Figure 1. Supply network.
Pins as bars on the die edge.
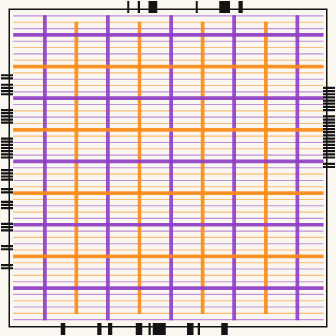
Figure 2. Cells coloured by class.
Bar = 50 um.
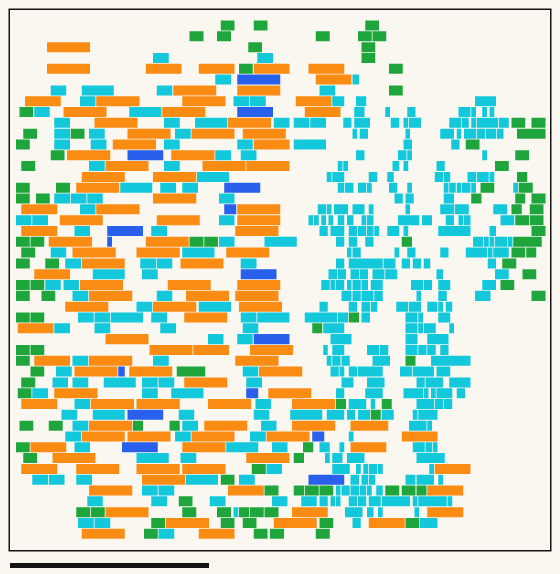
Figure 3. Clock wires, drivers and flops.
Bar = 50 um.
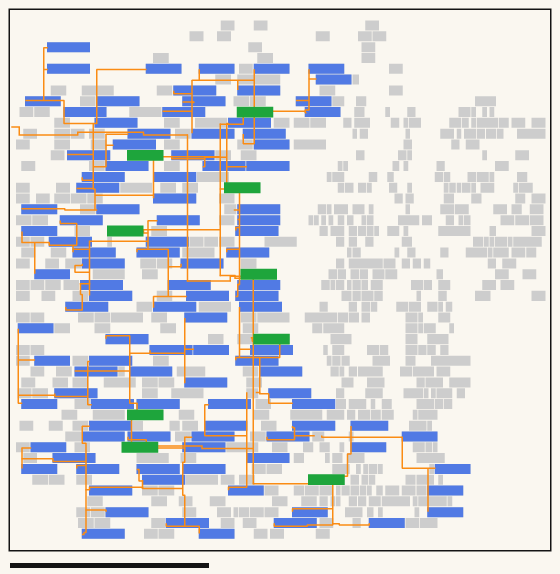
Figure 4. Metal layers overlaid.
Only two layers are drawn.
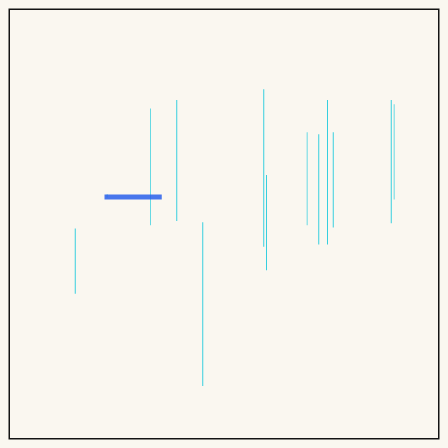
Figure 5. Clock routing.
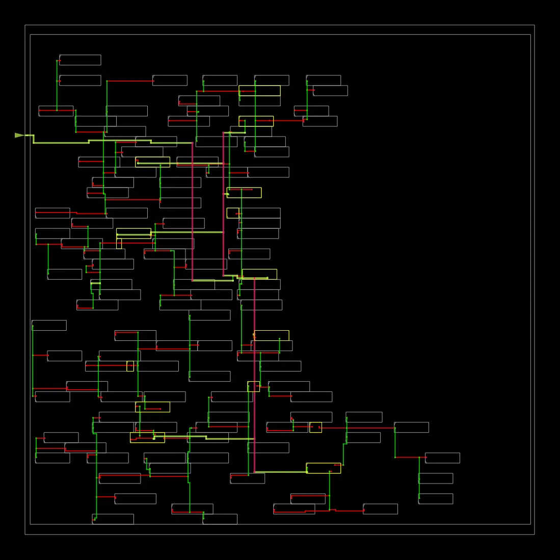
File: src/rtl/wimpy_wb_pkg.sv
// Shared types and sizes for the register-file writeback path.
package wimpy_wb_pkg;

  localparam int unsigned DATA_W   = 16;
  localparam int unsigned ADDR_W   = 4;
  localparam int unsigned NUM_REGS = 16;

  typedef struct packed {
    logic [ADDR_W-1:0] dest;
    logic [DATA_W-1:0] data;
  } wb_entry_t;

endpackage

File: src/rtl/wb_fifo.sv
// Dual-push / single-pop circular buffer of writeback entries.
// Push A is always the older of two same-cycle pushes.
module wb_fifo
  import wimpy_wb_pkg::*;
#(
  parameter int unsigned DEPTH = 4,
  localparam int unsigned PtrW = $clog2(DEPTH),
  localparam int unsigned CntW = $clog2(DEPTH + 1)
) (
  input  logic              clk,
  input  logic              reset,
  input  logic              flush,
  input  logic              pushA,
  input  wb_entry_t         entryA,
  input  logic              pushB,
  input  wb_entry_t         entryB,
  input  logic              pop,
  output wb_entry_t         head,
  output logic [CntW-1:0]   count,
  output logic [ADDR_W-1:0] slotDest [DEPTH],
  output logic [DEPTH-1:0]  slotValid
);

  wb_entry_t       mem [DEPTH];
  logic [PtrW-1:0] wrPtr;
  logic [PtrW-1:0] rdPtr;
  logic [PtrW-1:0] wrPtrB;

  // B lands behind A when both push in the same cycle.
  assign wrPtrB = pushA ? wrPtr + 1'b1 : wrPtr;
  assign head   = mem[rdPtr];

  always_ff @(posedge clk or posedge reset) begin
    if (reset) begin
      wrPtr <= '0;
      rdPtr <= '0;
      count <= '0;
    end else if (flush) begin
      wrPtr <= '0;
      rdPtr <= '0;
      count <= '0;
    end else begin
      wrPtr <= wrPtr + PtrW'(pushA) + PtrW'(pushB);
      rdPtr <= rdPtr + PtrW'(pop);
      count <= count + CntW'(pushA) + CntW'(pushB) - CntW'(pop);
    end
  end

  always_ff @(posedge clk) begin
    if (!flush) begin
      if (pushA) mem[wrPtr] <= entryA;
      if (pushB) mem[wrPtrB] <= entryB;
    end
  end

  // A slot is live when its distance from the read pointer is below count.
  always_comb begin
    for (int unsigned s = 0; s < DEPTH; s++) begin
      slotDest[s]  = mem[s].dest;
      slotValid[s] = CntW'(PtrW'(PtrW'(s) - rdPtr)) < count;
    end
  end

endmodule

File: src/rtl/reg_writeback_queue.sv
// Write-side master of the register file: buffers ALU and load results and
// issues one write per cycle, exposing per-register pending-write bits.
module reg_writeback_queue #(
  parameter int unsigned DEPTH  = 4,
  parameter int unsigned DATA_W = 16,
  parameter int unsigned ADDR_W = 4
) (
  input  logic                              clk,
  input  logic                              reset,
  input  logic                              memValid,
  output logic                              memReady,
  input  logic [ADDR_W-1:0]                 memDest,
  input  logic [DATA_W-1:0]                 memData,
  input  logic                              aluValid,
  output logic                              aluReady,
  input  logic [ADDR_W-1:0]                 aluDest,
  input  logic [DATA_W-1:0]                 aluData,
  input  logic                              wbEnable,
  input  logic                              flush,
  output logic                              rfRegWrite,
  output logic [DATA_W-1:0]                 rfWriteData,
  output logic [ADDR_W-1:0]                 rfRd,
  input  logic [ADDR_W-1:0]                 qRs,
  input  logic [ADDR_W-1:0]                 qRt,
  output logic                              rsBusy,
  output logic                              rtBusy,
  output logic [wimpy_wb_pkg::NUM_REGS-1:0] busyVec
);
  import wimpy_wb_pkg::*;

  localparam int unsigned CntW = $clog2(DEPTH + 1);
  localparam logic [CntW-1:0] Full       = CntW'(DEPTH);
  localparam logic [CntW-1:0] AlmostFull = CntW'(DEPTH - 1);

  logic [CntW-1:0]   count;
  wb_entry_t         head;
  wb_entry_t         memEntry;
  wb_entry_t         aluEntry;
  logic [ADDR_W-1:0] slotDest [DEPTH];
  logic [DEPTH-1:0]  slotValid;
  logic              memFire;
  logic              aluFire;
  logic              pop;

  // Readies look only at registered occupancy; ALU needs room for a same-cycle load too.
  assign memReady = !flush && (count < Full);
  assign aluReady = !flush && (count < AlmostFull);
  assign memFire  = memValid && memReady;
  assign aluFire  = aluValid && aluReady;
  assign pop      = (count != '0) && wbEnable && !flush;

  assign memEntry = '{dest: memDest, data: memData};
  assign aluEntry = '{dest: aluDest, data: aluData};

  wb_fifo #(
    .DEPTH(DEPTH)
  ) uFifo (
    .clk      (clk),
    .reset    (reset),
    .flush    (flush),
    .pushA    (memFire),
    .entryA   (memEntry),
    .pushB    (aluFire),
    .entryB   (aluEntry),
    .pop      (pop),
    .head     (head),
    .count    (count),
    .slotDest (slotDest),
    .slotValid(slotValid)
  );

  always_ff @(posedge clk or posedge reset) begin
    if (reset) begin
      rfRegWrite  <= 1'b0;
      rfRd        <= '0;
      rfWriteData <= '0;
    end else begin
      rfRegWrite <= pop;
      if (pop) begin
        rfRd        <= head.dest;
        rfWriteData <= head.data;
      end
    end
  end

  // The issuing output stage still counts as pending until the register file captures it.
  always_comb begin
    busyVec = '0;
    for (int unsigned s = 0; s < DEPTH; s++) begin
      if (slotValid[s]) busyVec[slotDest[s]] = 1'b1;
    end
    if (rfRegWrite) busyVec[rfRd] = 1'b1;
  end

  assign rsBusy = busyVec[qRs];
  assign rtBusy = busyVec[qRt];

endmodule

File: config.mk
export PLATFORM = sky130hd
export DESIGN_NAME = reg_writeback_queue
export DESIGN_NICKNAME = d
export VERILOG_FILES = /design/src/rtl/wimpy_wb_pkg.sv /design/src/rtl/wb_fifo.sv /design/src/rtl/reg_writeback_queue.sv
export SDC_FILE = /design/constraint.sdc
export NUM_CORES = 1
export LEC_CHECK = 0
export ABC_CLOCK_PERIOD_IN_PS = 4400
export CORE_UTILIZATION = 37
export CTS_CLUSTER_DIAMETER = 60
export DETAILED_ROUTE_END_ITERATION = 10
export REMOVE_ABC_BUFFERS = 1
export SETUP_SLACK_MARGIN = 0.15
export SLEW_MARGIN = 20
export SYNTH_ARGS = -nofsm -noshare
export SYNTH_HDL_FRONTEND = slang
export SYNTH_SLANG_ARGS = --single-unit
File: constraint.sdc
create_clock -name clk -period 4.4 [get_ports clk]
set_clock_uncertainty 0.15 [all_clocks]
set_input_delay 0.44 -clock clk [delete_from_list [all_inputs] [get_ports clk]]
set_output_delay 0.44 -clock clk [all_outputs]
set_load 0.05 [all_outputs]
==> git commit body <==
Record implementation results from latest flow run

* Result of the run: finished clean
- Final-stage net count: 675
- Setup slack of the most critical reg-to-reg path: 1.15 ns
- CTS H-tree depth: 3
* Final Hold Violating Endpoints: 0
* Wire length of the first global-routing pass: roughly 28 mm
- CTS tree: yes
- The initial antenna violation count was 1.
* GR Layer Usage met1: approximately 25%
- The floorplan step records an initial core utilization of about two fifths.
- Critical register-to-register path startpoint: uFifo.count[2]
- Measured against its own limit, the worst slew margin works out to a little over half.
* Post-route non-filler standard cell count: roughly 840
* Count of antenna diodes in the layout: 0
- Dividing the synthesized area by the synthesized cell count gives ~13 um2.
* Unique masters post-synth: just under 70
* Unrepaired setup endpoints after global routing: false
* FILL cells: roughly 1600
- After synthesis the cells add up to 6630 um2.
* Fraction of met2 tracks used by global routing: between 30 and 40%
- Die area: roughly 18000 um2
- Cell accounting for the most synthesized area: sky130_fd_sc_hd__edfxtp_1
- Yosys synthesis warning count: 0
- End of the worst register-to-register path: uFifo.count[2]
- The synth_stat.txt file lists the number of cells as about 510.
* Logic depth of the worst register-to-register path: 9
- Number of remaining DRC errors: 0
* Pin count of the biggest net entering global routing: 29
* Final number of setup-violating endpoints: 0
- The pin closest to its max-slew limit shows a slew of about 0.68 ns.
- Gpl congestion: a little over 0.9
- CTS hold repair buffers: 0
* Biggest area cells: sky130_fd_sc_hd__edfxtp_1 (36%), sky130_fd_sc_hd__mux2_2 (17%), sky130_fd_sc_hd__dfrtp_1 (11%), sky130_fd_sc_hd__mux4_2 (7.1%), sky130_fd_sc_hd__ha_1 (2.1%)
- Top Usage Layer GRT: met2
- The first detailed-routing pass ran for 4 iterations.
* Top routing layer in use: met5
* Share of the clock period used by the worst path: 88.7%
- Arrival @ worst endpoint: 3.31 ns
- Note, the detailed placer reported a final HPWL of roughly 13 mm.
* Share of cells above drive strength 1: 30.8%
- Element type at the critical path end: output port
- Per the detail_route report, vias per standard cell equal ~5.7.
- The routed design uses 944 um of met3 wire.
- Maximum clock rate: between 200 and 300 MHz
- The number of setup buffers added after CTS is 0.
- Minimum period implied by the final worst setup slack: just under 4 ns
- Met2 WL: 9.19 mm
- The report lists the power per cell area as ~520 nW/um2.
* Clk slew on worst S/H paths: 0.07 ns
* Worst setup path end: rsBusy
- Final-layout setup total negative slack: 0 ns
- The number of maximum-capacitance violations recorded for the run is 0.
- Max fanout on the critical path was recorded as 4.
- Chip Area, Yosys: between 6000 and 7000 um2
* Leak Pwr: between 2 and 3 nW
- The critical path starts at uFifo.rdPtr[1].
- Wl on met1: between 7 and 8 mm
* Count of instances resized after the clock tree is built: 0
* # placed instances: roughly 820
- The number of global-route vias before repair is a little under 5000.
- The data required time reported for the critical path is 3.81 ns.
* Global-route track usage on met3: 3.62%
* Buffers on Ports: ~94
-- Figure 1 (at the start) --
[orange] VDD
[purple] VSS
signal pins: 95
met5 straps: 9
rows: 48
met4 straps: 9
horizontal die dimension: 136 um
worst vdd ir: 0.282 mV
Vert. Die Dim: 136 um
standard cell core area: 17400 um2

-- Figure 2 (at the start) --
[blue] clock drivers and dummy loads | cells: 15 | share of their area: 3.7%
[orange] sequential cells | cells: 108 | share of their area: 39%
[green] remaining buffers and delay cells | cells: 109 | share of their area: 14%
[cyan] combinational and other logic | cells: 379 | share of their area: 43%
flop share of the area: 38.0%
core occupancy in the finished layout: 46.9%
number of core rows: 48
post-route standard cell area excluding fillers: 8170 um2

-- Figure 3 (at the start) --
[blue] flip-flops | count: 108
[green] clock drivers | count: 9
[orange] clock wires | length: 1320 um
routed clock nets: 10
clock latency on the worst-skew pair: 0.35 ns
portion of total power attributed to the clock network: 19.1%
clock network power: 0.815 mW

-- Figure 4 (at the start) --
[blue] metal 5 | wire length: 16.6 um
[cyan] metal 4 | wire length: 435 um
wire length per cell after detailed routing: 21.7 um
via count: 4805
Global Route Usage Sum: 20.5%
overall routed net length: 18.1 mm

-- Figure 5 (at the start) --
total CTS buffers: 9
flip-flops: 108
count of clock-net buffers in the final layout: 10
number of sinks on the clock net: 108

==> worst max-delay path: stages, from the launching register on <==
cell                        delay, ns
sky130_fd_sc_hd__dfrtp_1         0.40
sky130_fd_sc_hd__xor2_1          0.22
sky130_fd_sc_hd__inv_1           0.07
sky130_fd_sc_hd__ha_1            0.28
sky130_fd_sc_hd__nor2b_1         0.17
sky130_fd_sc_hd__a2111oi_2       0.50
sky130_fd_sc_hd__a221oi_1        0.15
sky130_fd_sc_hd__and2_1          0.23
sky130_fd_sc_hd__a2111oi_0       0.39
sky130_fd_sc_hd__a31oi_1         0.09
sky130_fd_sc_hd__a22oi_1         0.27
sky130_fd_sc_hd__buf_12          0.18
==> kinds of logic (layout without fill, tap and decap cells) <==
logic type	Yosys count	in the layout	share of synthesized area (%)
multiplexers	128	128	25.3
XOR/XNOR	4	4	0.529
flip-flops	108	108	46.8
buffers and inverters	48	149	3.34
adder cells (fa/ha/maj)	14	14	2.98
AND-OR/OR-AND	72	72	9.52
AND/OR/NAND/NOR	136	136	11.5
==> cell type report <==
cell class              count  area, um2  share of cell area (%)
multi-input cells         354       3330                    40.7
repair buffers            109       1070                    13.1
clock buffers              10        229                    2.80
inverters                  25       93.8                    1.15
flip-flops and latches    108       3100                    38.0
clock inverters             5       61.3                   0.750
well taps                 225        282                    3.44
==> synthesized netlist by cell type, drive strengths merged, types with 4 or more instances <==
master,n
clkbuf,5
mux2i,5
nand3,6
a31oi,8
mux4,21
buf,18
or3,5
o221ai,5
a2111oi,9
nand2b,19
o2111ai,9
nor2,33
ha,11
nor3,16
inv,25
mux2,102
a22oi,4
edfxtp,80
and2,4
nor2b,12
o22ai,12
or2,7
nand2,16
dfrtp,28
==> stage by stage <==
| stage | total power [mW] | cell area, um2 | hold WS, ns | worst slack (ns) |
|---|---|---|---|---|
| after global placement | 3.45 | 7870 | 0.344 | 0.842 |
| final | 4.28 | 8170 | 0.345 | 0.498 |
| after CTS | 4.28 | 8160 | 0.355 | 0.365 |
| after detailed placement | 3.47 | 7870 | 0.346 | 0.773 |
| after global routing | 4.47 | 8170 | 0.380 | 0.155 |
| after floorplan | 2.79 | 6500 | 0.355 | -0.259 |
==> power breakdown <==
| group | switching, mW | internal, mW | leakage (nW) |
|---|---|---|---|
| Clock | 0.372 | 0.443 | 0.143 |
| Combinational | 1.18 | 0.781 | 1.70 |
| Sequential | 0.175 | 1.33 | 1.07 |
| Total | 1.72 | 2.55 | 2.91 |
==> placed cells by master (no fill, tap or decap), drive strengths merged, types with 6 or more instances in the layout <==
master,synthesis,layout
a2111oi,9,9
a31oi,8,8
buf,18,22
clkbuf,5,10
clkdlybuf4s50,0,87
dfrtp,28,28
edfxtp,80,80
ha,11,11
inv,25,27
mux2,102,102
mux4,21,21
nand2,16,16
nand2b,19,19
nand3,6,6
nor2,33,33
nor2b,12,12
nor3,16,16
o2111ai,9,9
o22ai,12,12
or2,7,7
==> sequential cells by signal (all words and copies together), names as in the netlist <==
register and count:
rfRd 4, rfWriteData 16, uFifo.mem 80, rfRegWrite 1, uFifo.wrPtr 2, uFifo.rdPtr 2, uFifo.count 3
Power and IR drop assume default switching activity.
